run_1/clock_wires.png
Drawn at 12 px/um.
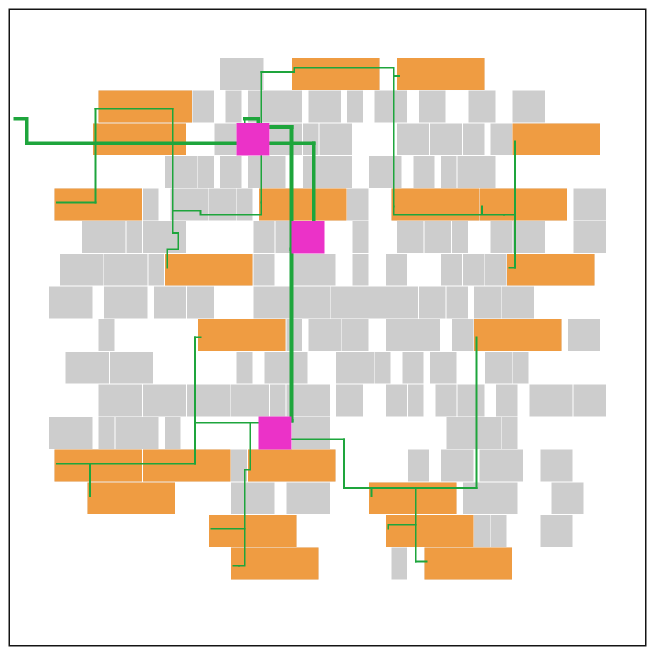
run_1/ff_map.png
Drawn at 10 px/um.
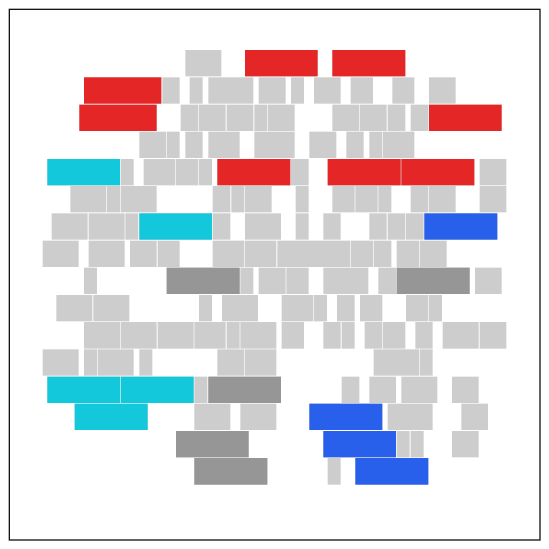
run_1/class_map.png
Drawn at 10 px/um. Fill, decap, tap and diode cells in gray.
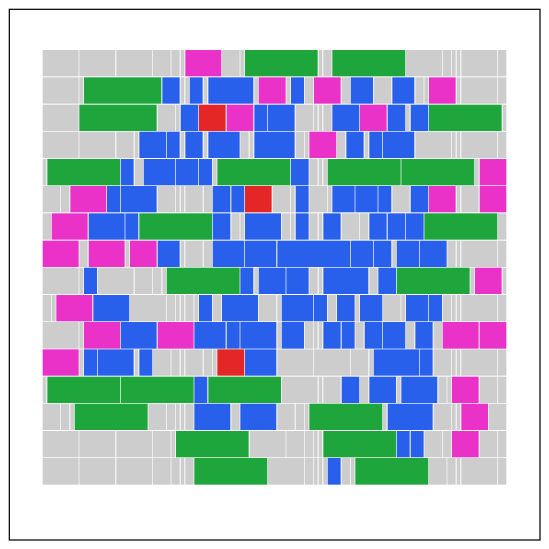
--- config.mk ---
export PLATFORM = sky130hd
export DESIGN_NAME = seq_detect_param
export DESIGN_NICKNAME = d
export VERILOG_FILES = /design/src/rtl/seq_detect_param.sv
export SDC_FILE = /design/constraint.sdc
export NUM_CORES = 1
export LEC_CHECK = 0
export CAP_MARGIN = 20
export CORE_MARGIN = 3
export CORE_UTILIZATION = 48
export DETAILED_ROUTE_END_ITERATION = 10
export PLACE_DENSITY_LB_ADDON = 0.3
export SETUP_SLACK_MARGIN = 0.2
export SLEW_MARGIN = 20
export SYNTH_ARGS = -nofsm -noshare
export SYNTH_HDL_FRONTEND = slang
export SYNTH_SLANG_ARGS = --single-unit
--- constraint.sdc ---
create_clock -name clk -period 2.7 [get_ports clk]
set_clock_uncertainty 0.2 [all_clocks]
set_input_delay 0.54 -clock clk [delete_from_list [all_inputs] [get_ports clk]]
set_output_delay 0.54 -clock clk [all_outputs]
set_load 0.1 [all_outputs]
--- src/rtl/seq_detect_param.sv ---
// Parametrised serial pattern detector with registered Mealy match pulse,
// run-time reloadable pattern, optional overlap and saturating match counter.
module seq_detect_param #(
  parameter int unsigned      PAT_W   = 5,
  parameter logic [PAT_W-1:0] PATTERN = 5'b10010,
  parameter bit               REPEAT  = 1'b1,
  parameter int unsigned      CNT_W   = 8
) (
  input  logic                  clk,
  input  logic                  rst_n,
  input  logic                  en,
  input  logic                  data_in,
  input  logic                  pat_load,
  input  logic [PAT_W-1:0]      pat_in,
  input  logic                  cnt_clr,
  output logic                  data_out,
  output logic [CNT_W-1:0]      match_cnt,
  output logic [$clog2(PAT_W):0] fill
);

  localparam int unsigned     FW       = $clog2(PAT_W) + 1;
  localparam logic [FW-1:0]   FILL_MAX = FW'(PAT_W - 1);

  logic [PAT_W-1:0] pat_reg;
  logic [PAT_W-2:0] hist;
  logic [PAT_W-1:0] cand;
  logic             hit;
  logic [CNT_W-1:0] cnt_nxt;

  always_comb begin
    cand = {hist, data_in};
    hit  = en && !pat_load && (fill == FILL_MAX) && (cand == pat_reg);
  end

  // A clear coinciding with a hit keeps that hit, so the count restarts at 1.
  always_comb begin
    cnt_nxt = match_cnt;
    if (cnt_clr)
      cnt_nxt = hit ? CNT_W'(1) : '0;
    else if (hit && (match_cnt != '1))
      cnt_nxt = match_cnt + CNT_W'(1);
  end

  always_ff @(posedge clk) begin
    if (!rst_n) begin
      pat_reg   <= PATTERN;
      hist      <= '0;
      fill      <= '0;
      data_out  <= 1'b0;
      match_cnt <= '0;
    end else begin
      data_out  <= hit;
      match_cnt <= cnt_nxt;
      if (pat_load) begin
        pat_reg <= pat_in;
        hist    <= '0;
        fill    <= '0;
      end else if (fill > FILL_MAX) begin
        fill <= '0;
      end else if (en) begin
        if (hit && !REPEAT) begin
          hist <= '0;
          fill <= '0;
        end else begin
          // Dropping the oldest bit of cand covers PAT_W=2 without a special case.
          hist <= cand[PAT_W-2:0];
          if (fill != FILL_MAX)
            fill <= fill + FW'(1);
        end
      end
    end
  end

endmodule

==> summary.txt, run 1 <==
status: finished clean
CP arrival: 2.25 ns
DRT Wirelength: 2140 um
Synthesis Warnings: 0
worst min path class: reg -> reg
pre-CTS setup slack: 0.1999 ns
Max Cap Viol: 0
Largest delay share family, worst path: simple AND/OR/NAND/NOR gates
vias: 897
Slew Viols, Final: 0
vias per inst: 5.308
Leak: 0.0005025 uW
Inserted Diodes: 0
max reg flops: 8
synthesized instance count: 116
top cells by area, synth: dfxtp_1 42%, mux2i_1 10%, nor2_1 3.9%, ha_1 3.6%, or3_1 3.6%
clock buffer count from CTS: 3
critical path capture point type: flip-flop
post-route ant nets: 0
initial antenna violation count: 0
Mapped Area: 1057 um2
Achievable Freq: 0.4536 GHz
post-route setup slack: 0.4956 ns
buffers and inverters on the worst path: 1
Total Routing Usage GR: 17.44%
# fillers: 189
RSZ-0062 raised after global routing: false
Tool Warnings: 27
internal power: 412.4 uW
Final Hold Viols: 0
register area share after synthesis: 41.66%
largest net degree at the start of global routing: 12
endpoints failing setup: 0
nets: 158
CP cell instances: clkdlybuf4s50_1 -> nand2b_1 -> nor4_2 -> nand3_1 -> or3_1 -> a21oi_1
Tmin final: 2.204 ns
Primary FF master, synth: dfxtp_1
Avg Inst Size Synth: 9.114 um2
area delta synth->final: 23.55%
Pre-antenna DRT Iters: 4
ys flops: 22
cycle use final: 81.65%
synth cell count leaders: 22 x dfxtp_1, 11 x mux2i_1, 11 x nor2_1
placed insts: 166
total design power: 546.3 uW
CTS resizes: 0
Critical Path Max Stage Delay: 0.49 ns
Clock Pin Slew Worst Setup and Hold Paths: 0.11 ns
share of layout cells above drive strength 1: 15.49%
hold buffer count at cts: 0
total gr overflow: 0
Layout Cells excl Fill: 169
floorplan net count: 130
CTS tree: yes
Comb area: 568.0 um2
area share of the largest cell type after synthesis: 41.66%
FP Util: 52.29%
largest area contributor in the netlist: dfxtp_1
# Cells Yosys: 116
Max VDD drop: 0.0002979 V
H-tree depth: 1
sequential power share: 61.5%
-- clock_wires.png (at the start) --
clock wires -> green  # length 261 um
clock-net drivers -> magenta  # count 3
flip-flops -> orange  # count 22
routed clock nets = 4

-- ff_map.png (at the start) --
pat_reg -> cyan  # sequential cells 5
match_cnt -> red  # sequential cells 8
fill -> blue  # sequential cells 4
not colored = 5

-- class_map.png (at the start) --
remaining buffers and delay cells -> magenta  # cells 25, share of their area 17%
clock-net drivers -> red  # cells 3, share of their area 1.8%
sequential cells -> green  # cells 22, share of their area 35%
remaining logic cells -> blue  # cells 92, share of their area 47%
row cnt: 16
final instance area: 1306 um2
core area: 2022 um2

[run 1: layer usage]
| metal | track usage, % | vias up | part of all wire (%) |
|---|---|---|---|
| met2 | 29.13 | 24 | 48 |
| met4 | 7.660 | 0 | 1.4 |
| met3 | 3.380 | 5 | 5.7 |
| met5 | 0 | - | 0 |
| li1 | - | 457 | - |
| met1 | 21.51 | 411 | 45 |
[run 1: cells in the final DEF (no fill, tap or decap), types with 2 or more instances in the layout]
master           synthesis  layout
a21oi_1                  5       5
buf_4                    0      15
clkbuf_4                 0       3
clkdlybuf4s50_1          0      10
dfxtp_1                 22      20
dfxtp_2                  0       2
ha_1                     3       3
inv_1                    7       7
mux2i_1                 11      11
nand2_1                  8       8
nand2b_1                 3       3
nand3_1                  7       7
nand4b_1                 2       2
nor2_1                  11      11
nor3_1                   3       3
o21ai_0                  6       6
or3_1                    6       6
xnor2_1                  3       3
xor2_1                   2       2
[run 1: path summary, 6_finish.rpt]
path | start | to | slack, ns | depth (start not counted)
max | en | match_cnt[6]$_SDFFE_PN0P_ | 0.50 | 6
min | match_cnt[7]$_SDFFE_PN0P_ | match_cnt[7]$_SDFFE_PN0P_ | 0.32 | 2
max reg2reg | fill[0]$_SDFFE_PP0P_ | match_cnt[6]$_SDFFE_PN0P_ | 0.60 | 7
min reg2reg | match_cnt[7]$_SDFFE_PN0P_ | match_cnt[7]$_SDFFE_PN0P_ | 0.32 | 2
[run 1: power groups by stage]
stage	registers (uW)	logic [uW]	clock network, uW
floorplan	351	30.4	0
global placement	343	62.1	0
detailed placement	344	63.1	0
CTS	336	63.3	152
global route	337	68.8	168
finish	336	63.3	147
[run 1: worst min-delay path: cells and delay by family (launching register included)]
family	cells	cell delay (ns)
compound gates	2	0.14
flops	1	0.35
[run 1: cell type report]
class                      instances  share of cell area (%)
multi-input combinational         85                   43.49
sequential                        22                   33.91
timing repair buffer              25                   16.28
tap                               27                   2.586
inverter                           7                   2.011
clock buffer                       3                   1.724
[run 1: logic make-up after synthesis]
| family | share of synthesized area, % |
|---|---|
| AOI/OAI and AO/OA | 10.65 |
| xor gates and xnor gates | 4.143 |
| DFF | 41.66 |
| other | 0.3547 |
| adders and majority gates | 3.551 |
| buffers and inverters | 4.616 |
| and+or+nand+nor | 24.62 |
| muxes | 10.41 |
[run 1: per-stage QoR]
stage               hold WS, ns  instance area (um2)
floorplan                0.2602                 1060
global placement         0.2865                 1284
detailed placement       0.2959                 1284
CTS                      0.3204                 1306
global route             0.3537                 1306
finish                   0.3213                 1306
run_1/floorplan.png
Drawn at 8 px/um. Pins as bars on the die edge.
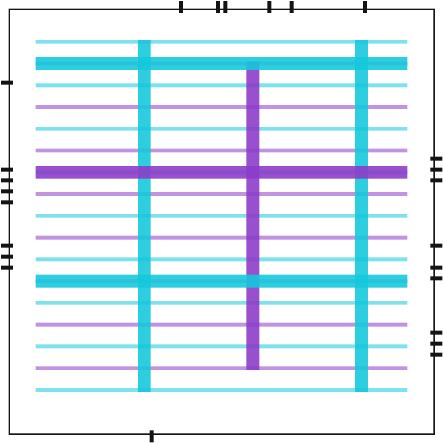

==> run 1 -> run 2 <==
- clock period: 2.7 -> 2.2 ns (I/O delays scaled with it)
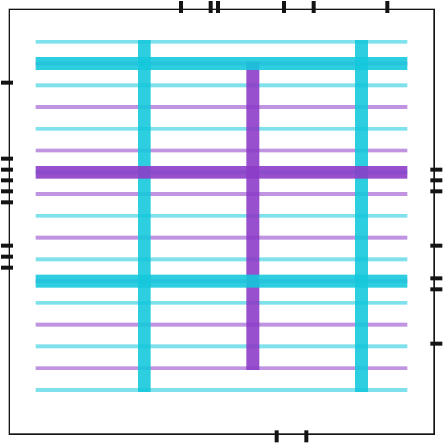
run_2/floorplan.png
Drawn at 8 px/um. Pins as bars on the die edge.
VSS -> cyan
VDD -> purple
signal pins = 24
met4 straps = 3

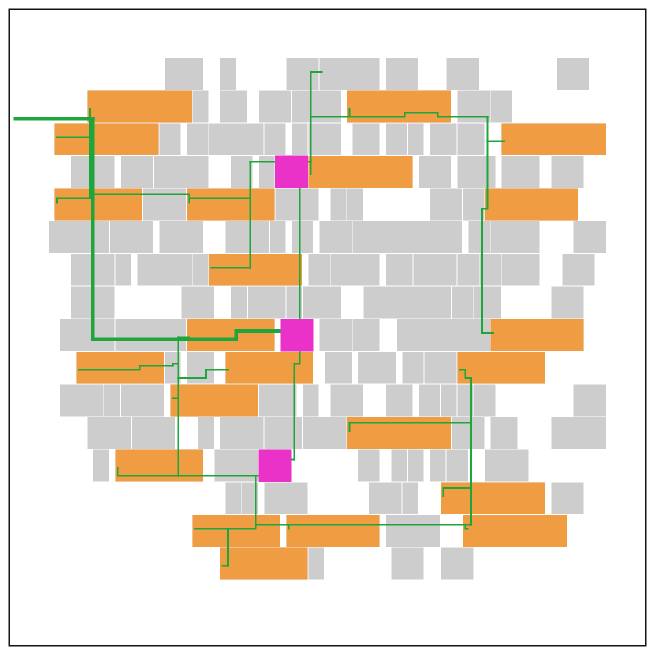
run_2/clock_wires.png
Drawn at 12 px/um.
clock wires -> green  # length 260 um
flip-flops -> orange  # count 22
clock-net drivers -> magenta  # count 3
routed clock nets = 4
Clk power: 224 uW
clk latency late pin: 0.30 ns
power share of the clock group: 31.4%

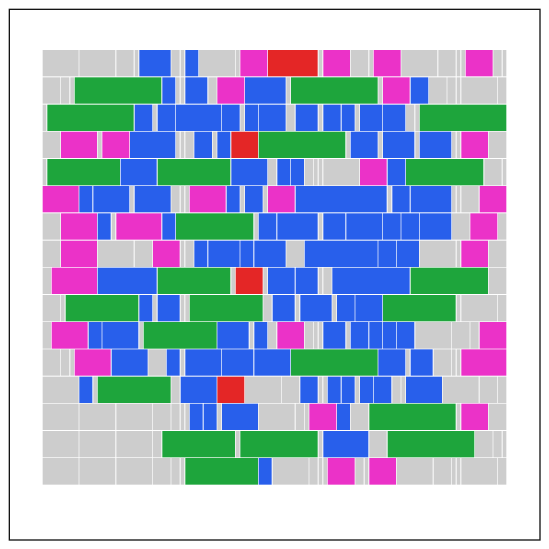
run_2/class_map.png
Drawn at 10 px/um. Fill, decap, tap and diode cells in gray.
remaining logic cells -> blue  # cells 92, share of their area 46%
clock drivers and dummy loads -> red  # cells 4, share of their area 2.6%
sequential cells -> green  # cells 22, share of their area 33%
remaining buffers and delay cells -> magenta  # cells 30, share of their area 18%
Final Core Density: 71.91%
Seq/total area: 32.70%

==> summary.txt, run 2 <==
Comb area: 624.3 um2
Layout Cells excl Fill: 175
WHS Endpoint: fill[0]$_SDFFE_PP0P_
register area share after synthesis: 41.66%
Cell Area, Placed: 1359 um2
largest area contributor in the netlist: dfxtp_1
Post-synth ARST share: 0%
RSZ-0062 raised after global routing: true
Inserted Diodes: 0
synthesized instance count: 116
initial antenna violation count: 0
Reg2Reg Depth: 7
vias per inst: 5.349
core area: 2022 um2
critical path capture point type: flip-flop
Mapped Area: 1057 um2
Primary FF master, synth: dfxtp_1
max reg flops: 8
count leader, synth: dfxtp_1
Critical-path top delay cell: or3_4
status: finished clean
Max Cap Viol: 0
Pre-antenna DRT Iters: 5
top cells by area, synth: dfxtp_1 42%, mux2i_1 10%, nor2_1 3.9%, ha_1 3.6%, or3_1 3.6%
Synthesis Warnings: 0
area delta synth->final: 37.51%
critical path launch point type: flip-flop
CTS tree: yes
nets: 163
most numerous logic cells after layout: 20 x buf_4, 11 x mux2i_1, 11 x nor2_1
total design power: 712.3 uW
vias: 936
Tmin final: 1.941 ns
Crit. Startpoint: fill[1]$_SDFFE_PP0P_
endpoints failing setup: 0
Leak: 0.0005804 uW
worst min path class: reg -> reg
reg2reg setup slack: 0.26 ns
Achievable Freq: 0.5152 GHz
hold path depth: 1
CP arrival: 1.99 ns
R2R Path End: match_cnt[7]$_SDFFE_PN0P_
drc violations: 0
Final HPWL DP: 1817 um
area share of the largest cell type after synthesis: 41.66%
Critical Path Max Stage Delay: 0.42 ns
Fin Setup TNS: 0 ns
final instance area: 1454 um2
synth cell count leaders: 22 x dfxtp_1, 11 x mux2i_1, 11 x nor2_1
CP cell instances: inv_2 -> ha_4 -> nand3b_4 -> nor4_4 -> nand3_2 -> or3_4 -> a21oi_2
Die Y: 52.93 um
clk sinks: 22
cycle use final: 88.23%
Hold Crit Start: fill[3]$_SDFFE_PP0P_
PortBufs: 23
Avg Inst Size Synth: 9.114 um2
IO Pins: 24
Avg WL per Cell: 13.27 um
WP data required: 2.25 ns
total gr overflow: 0
buffers and inverters on the worst path: 1
floorplan net count: 130
pwr/cell area: 490.0 nW/um2
Tool Warnings: 28
DIE WIDTH: 52.93 um
Critical Path Fanout Max: 7
Max VDD drop: 0.0003451 V
placed insts: 170
Final Hold Viols: 0
Slew Viols, Final: 0
post-route ant nets: 0
Commonest Layout Cell: buf_4
ys flops: 22
Yosys chip area: 1057 um2
# fillers: 148
H-tree depth: 1
row cnt: 16
Total Routing Usage GR: 17.80%
first-pass GRT wire length: 3663 um
DRT Wirelength: 2323 um
Clock Pin Slew Worst Setup and Hold Paths: 0.12 ns
share of layout cells above drive strength 1: 32.43%
Largest delay share family, worst path: simple AND/OR/NAND/NOR gates
FP Util: 52.29%
CTS Buffer Depth: 2
largest net degree at the start of global routing: 13
# Cells Yosys: 116
vias in the first global route: 856
clock buffer count from CTS: 3
FF-to-FF Start: fill[1]$_SDFFE_PP0P_
[run 2: worst max path at each step]
stage / to / slack (ns) / cells after the start
6_report: match_cnt[7]$_SDFFE_PN0P_ / 0.26 / 7
5_1_grt: match_cnt[7]$_SDFFE_PN0P_ / 0.16 / 7
4_1_cts: match_cnt[6]$_SDFFE_PN0P_ / 0.20 / 6
3_5_place_dp: match_cnt[6]$_SDFFE_PN0P_ / -0.16 / 6
3_3_place_gp: match_cnt[7]$_SDFFE_PN0P_ / -0.11 / 6
2_1_floorplan: match_cnt[7]$_SDFFE_PN0P_ / 0.20 / 6
[run 2: per-layer routing]
layer	global-route usage (%)	up-vias	share of wire, %
met5	0	-	0
met1	22.89	427	46
li1	-	474	-
met4	8.936	0	1.5
met3	3.380	4	5.5
met2	28.10	31	46
[run 2: what timing repair did]
item,CTS,global route
hold buffers,0,0
pin swaps,2,4
endpoints found under the setup margin,4,6
gates resized,1,11
setup buffers,0,1
[run 2: worst reg2reg max path, stage by stage, from the launching register on]
cell	delay (ns)
dfxtp_4	0.38
inv_2	0.07
ha_4	0.16
nand3b_4	0.10
nor4_4	0.27
nand3_2	0.17
or3_4	0.42
a21oi_2	0.13
[run 2: logic make-up after synthesis]
| kind of cell | synth area share (%) |
|---|---|
| mux | 10.41 |
| fa+ha+maj | 3.551 |
| compound gates | 10.65 |
| xor+xnor | 4.143 |
| flops | 41.66 |
| simple gates | 24.62 |
| buf+inv | 4.616 |
| other cells | 0.3547 |
[run 2: cell type report]
cell class	count	area share, %
Clock buffer	4	2.496
Inverter	7	1.807
Multi-Input combinational cell	85	42.94
Sequential cell	22	32.70
Tap cell	27	2.324
Timing Repair Buffer	30	17.73
[run 2: per-stage QoR]
step | setup slack (ns) | utilization [%] | hold WS [ns]
3_3_place_gp | -0.1052 | 67.20 | 0.2416
2_1_floorplan | 0.2019 | - | 0.2602
6_report | 0.2590 | 71.91 | 0.2702
4_1_cts | 0.2039 | 69.25 | 0.2680
3_5_place_dp | -0.1605 | 67.20 | 0.2470
5_1_grt | 0.1554 | 71.91 | 0.2838
[run 2: power breakdown]
group          switching [uW]  internal, uW
clock network             123           101
registers                6.86           396
logic                    45.6          39.6
==> run 2 -> run 3 <==
- SKIP_CTS_REPAIR_TIMING: unset -> 1
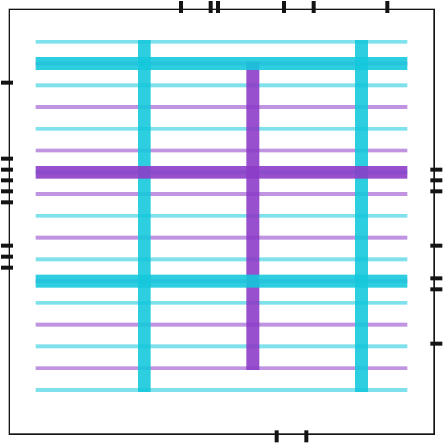
run_3/floorplan.png
Drawn at 8 px/um. Pins as bars on the die edge.
VSS -> cyan
VDD -> purple
rows = 16
met5 straps = 3
signal pins = 24
met1 rails = 17
met4 straps = 3

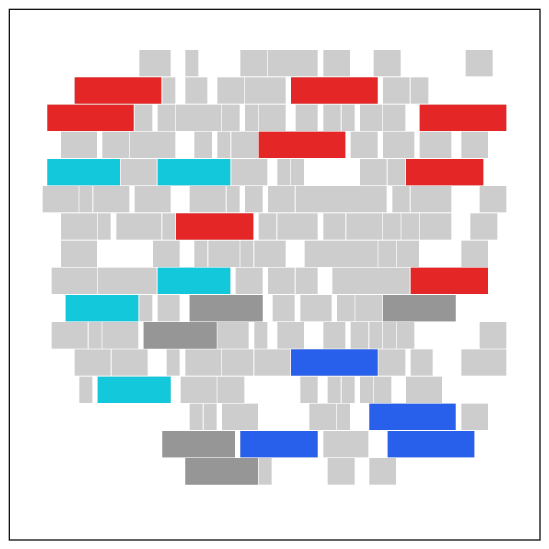
run_3/ff_map.png
Drawn at 10 px/um.
match_cnt -> red  # sequential cells 8
pat_reg -> cyan  # sequential cells 5, where left middle
fill -> blue  # sequential cells 4

==> summary.txt, run 3 <==
CTS Buffer Depth: 2
Tool Warnings: 28
Final Hold Viols: 0
critical path launch point type: flip-flop
CTS tree: yes
core area: 2022 um2
most numerous logic cells after layout: 20 x buf_4, 11 x mux2i_1, 11 x nor2_1
max reg flops: 8
vias in the first global route: 856
Largest delay share family, worst path: simple AND/OR/NAND/NOR gates
clock buffer count from CTS: 3
buffers and inverters on the worst path: 1
Achievable Freq: 0.5073 GHz
share of layout cells above drive strength 1: 32.43%
Avg Inst Size Synth: 9.114 um2
synthesized instance count: 116
RSZ-0062 raised after global routing: true
Slew Viols, Final: 0
worst min path class: reg -> reg
placed insts: 170
count leader, synth: dfxtp_1
Inserted Diodes: 0
Critical Path Max Stage Delay: 0.42 ns
WP data required: 2.25 ns
Final HPWL DP: 1817 um
Hold Slack: 0.2665 ns
post-route ant nets: 0
endpoints failing setup: 0
drc violations: 0
critical path capture point type: flip-flop
busiest grt layer: met2
vias: 934
R2R Path End: match_cnt[7]$_SDFFE_PN0P_
FP Util: 52.29%
Total Routing Usage GR: 17.80%
status: finished clean
synth cell count leaders: 22 x dfxtp_1, 11 x mux2i_1, 11 x nor2_1
total design power: 713.5 uW
total gr overflow: 0
Die Y: 52.93 um
Clock Pin Slew Worst Setup and Hold Paths: 0.12 ns
largest area contributor in the netlist: dfxtp_1
post-route setup slack: 0.2287 ns
Max Cap Viol: 0
Post-synth ARST share: 0%
nets: 163
Reg2Reg Depth: 7
Primary FF master, synth: dfxtp_1
register area share after synthesis: 41.66%
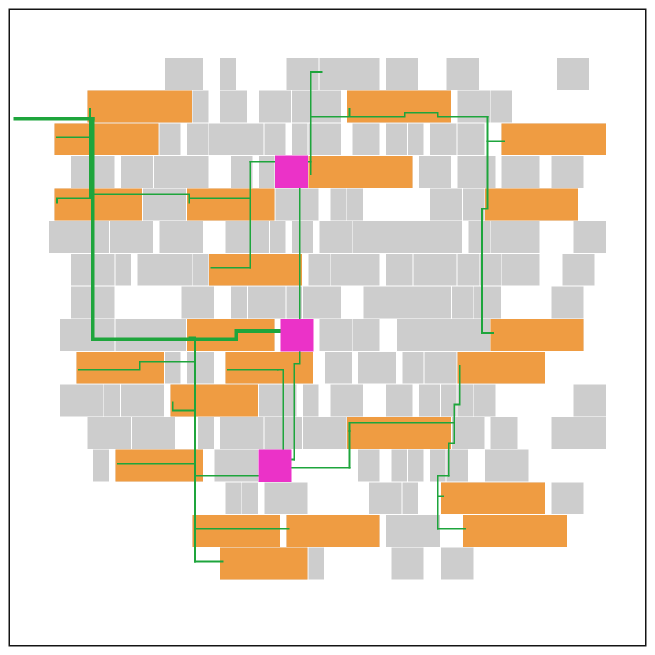
run_3/clock_wires.png
Drawn at 12 px/um.
flip-flops -> orange  # count 22
clock-net drivers -> magenta  # count 3
clock wires -> green  # length 264 um
flops lie = all over the die

==> run 3: cell counts after synthesis <==
Identical to the previous run, type by type.
==> run 3: worst max path at each step <==
stage	startpoint	endpoint	cells past startpoint
floorplan	fill[3]$_SDFFE_PP0P_	match_cnt[7]$_SDFFE_PN0P_	6
global placement	en	match_cnt[7]$_SDFFE_PN0P_	6
detailed placement	en	match_cnt[6]$_SDFFE_PN0P_	6
CTS	en	match_cnt[6]$_SDFFE_PN0P_	6
global route	fill[1]$_SDFFE_PP0P_	match_cnt[7]$_SDFFE_PN0P_	7
finish	fill[1]$_SDFFE_PP0P_	match_cnt[7]$_SDFFE_PN0P_	7
==> run 3: routing by layer <==
metal	wire length, um	part of all wire (%)	vias up
met4	36	1.5	0
met1	1079	46	430
met2	1096	47	28
met3	122	5.2	4
li1	-	-	472
met5	0	0	-
==> run 3: report_power, final <==
group	switching, uW	internal, uW	total (uW)
sequential	6.82	397	403
combinational	45.8	39.8	85.6
clock	124	101	225
==> run 3: kinds of logic (layout without fill, tap and decap cells) <==
kind of cell    Yosys count  after routing  synth area share [%]
fa+ha+maj                 3              3                 3.551
buf+inv                   9             41                 4.616
flops                    22             22                 41.66
xor+xnor                  5              5                 4.143
simple gates             47             47                 24.62
other cells               1              1                0.3547
mux                      11             11                 10.41
compound gates           18             18                 10.65
==> run 3: cell type report <==
cell class	count	area (um2)
clock buffer	4	36.28
inverter	7	26.28
tap	27	33.78
fill	148	568.0
sequential	22	475.5
multi-input combinational	85	624.3
timing repair buffer	30	257.7
==> run 3: per-stage QoR <==
step | TNS [ns] | area, um2 | util (%)
after floorplan | 0 | 1105 | -
after global placement | -0.3786 | 1359 | 67.20
after detailed placement | -0.6714 | 1359 | 67.20
after CTS | 0 | 1395 | 69.00
after global routing | 0 | 1454 | 71.91
final | 0 | 1454 | 71.91
Power and IR drop assume default switching activity.
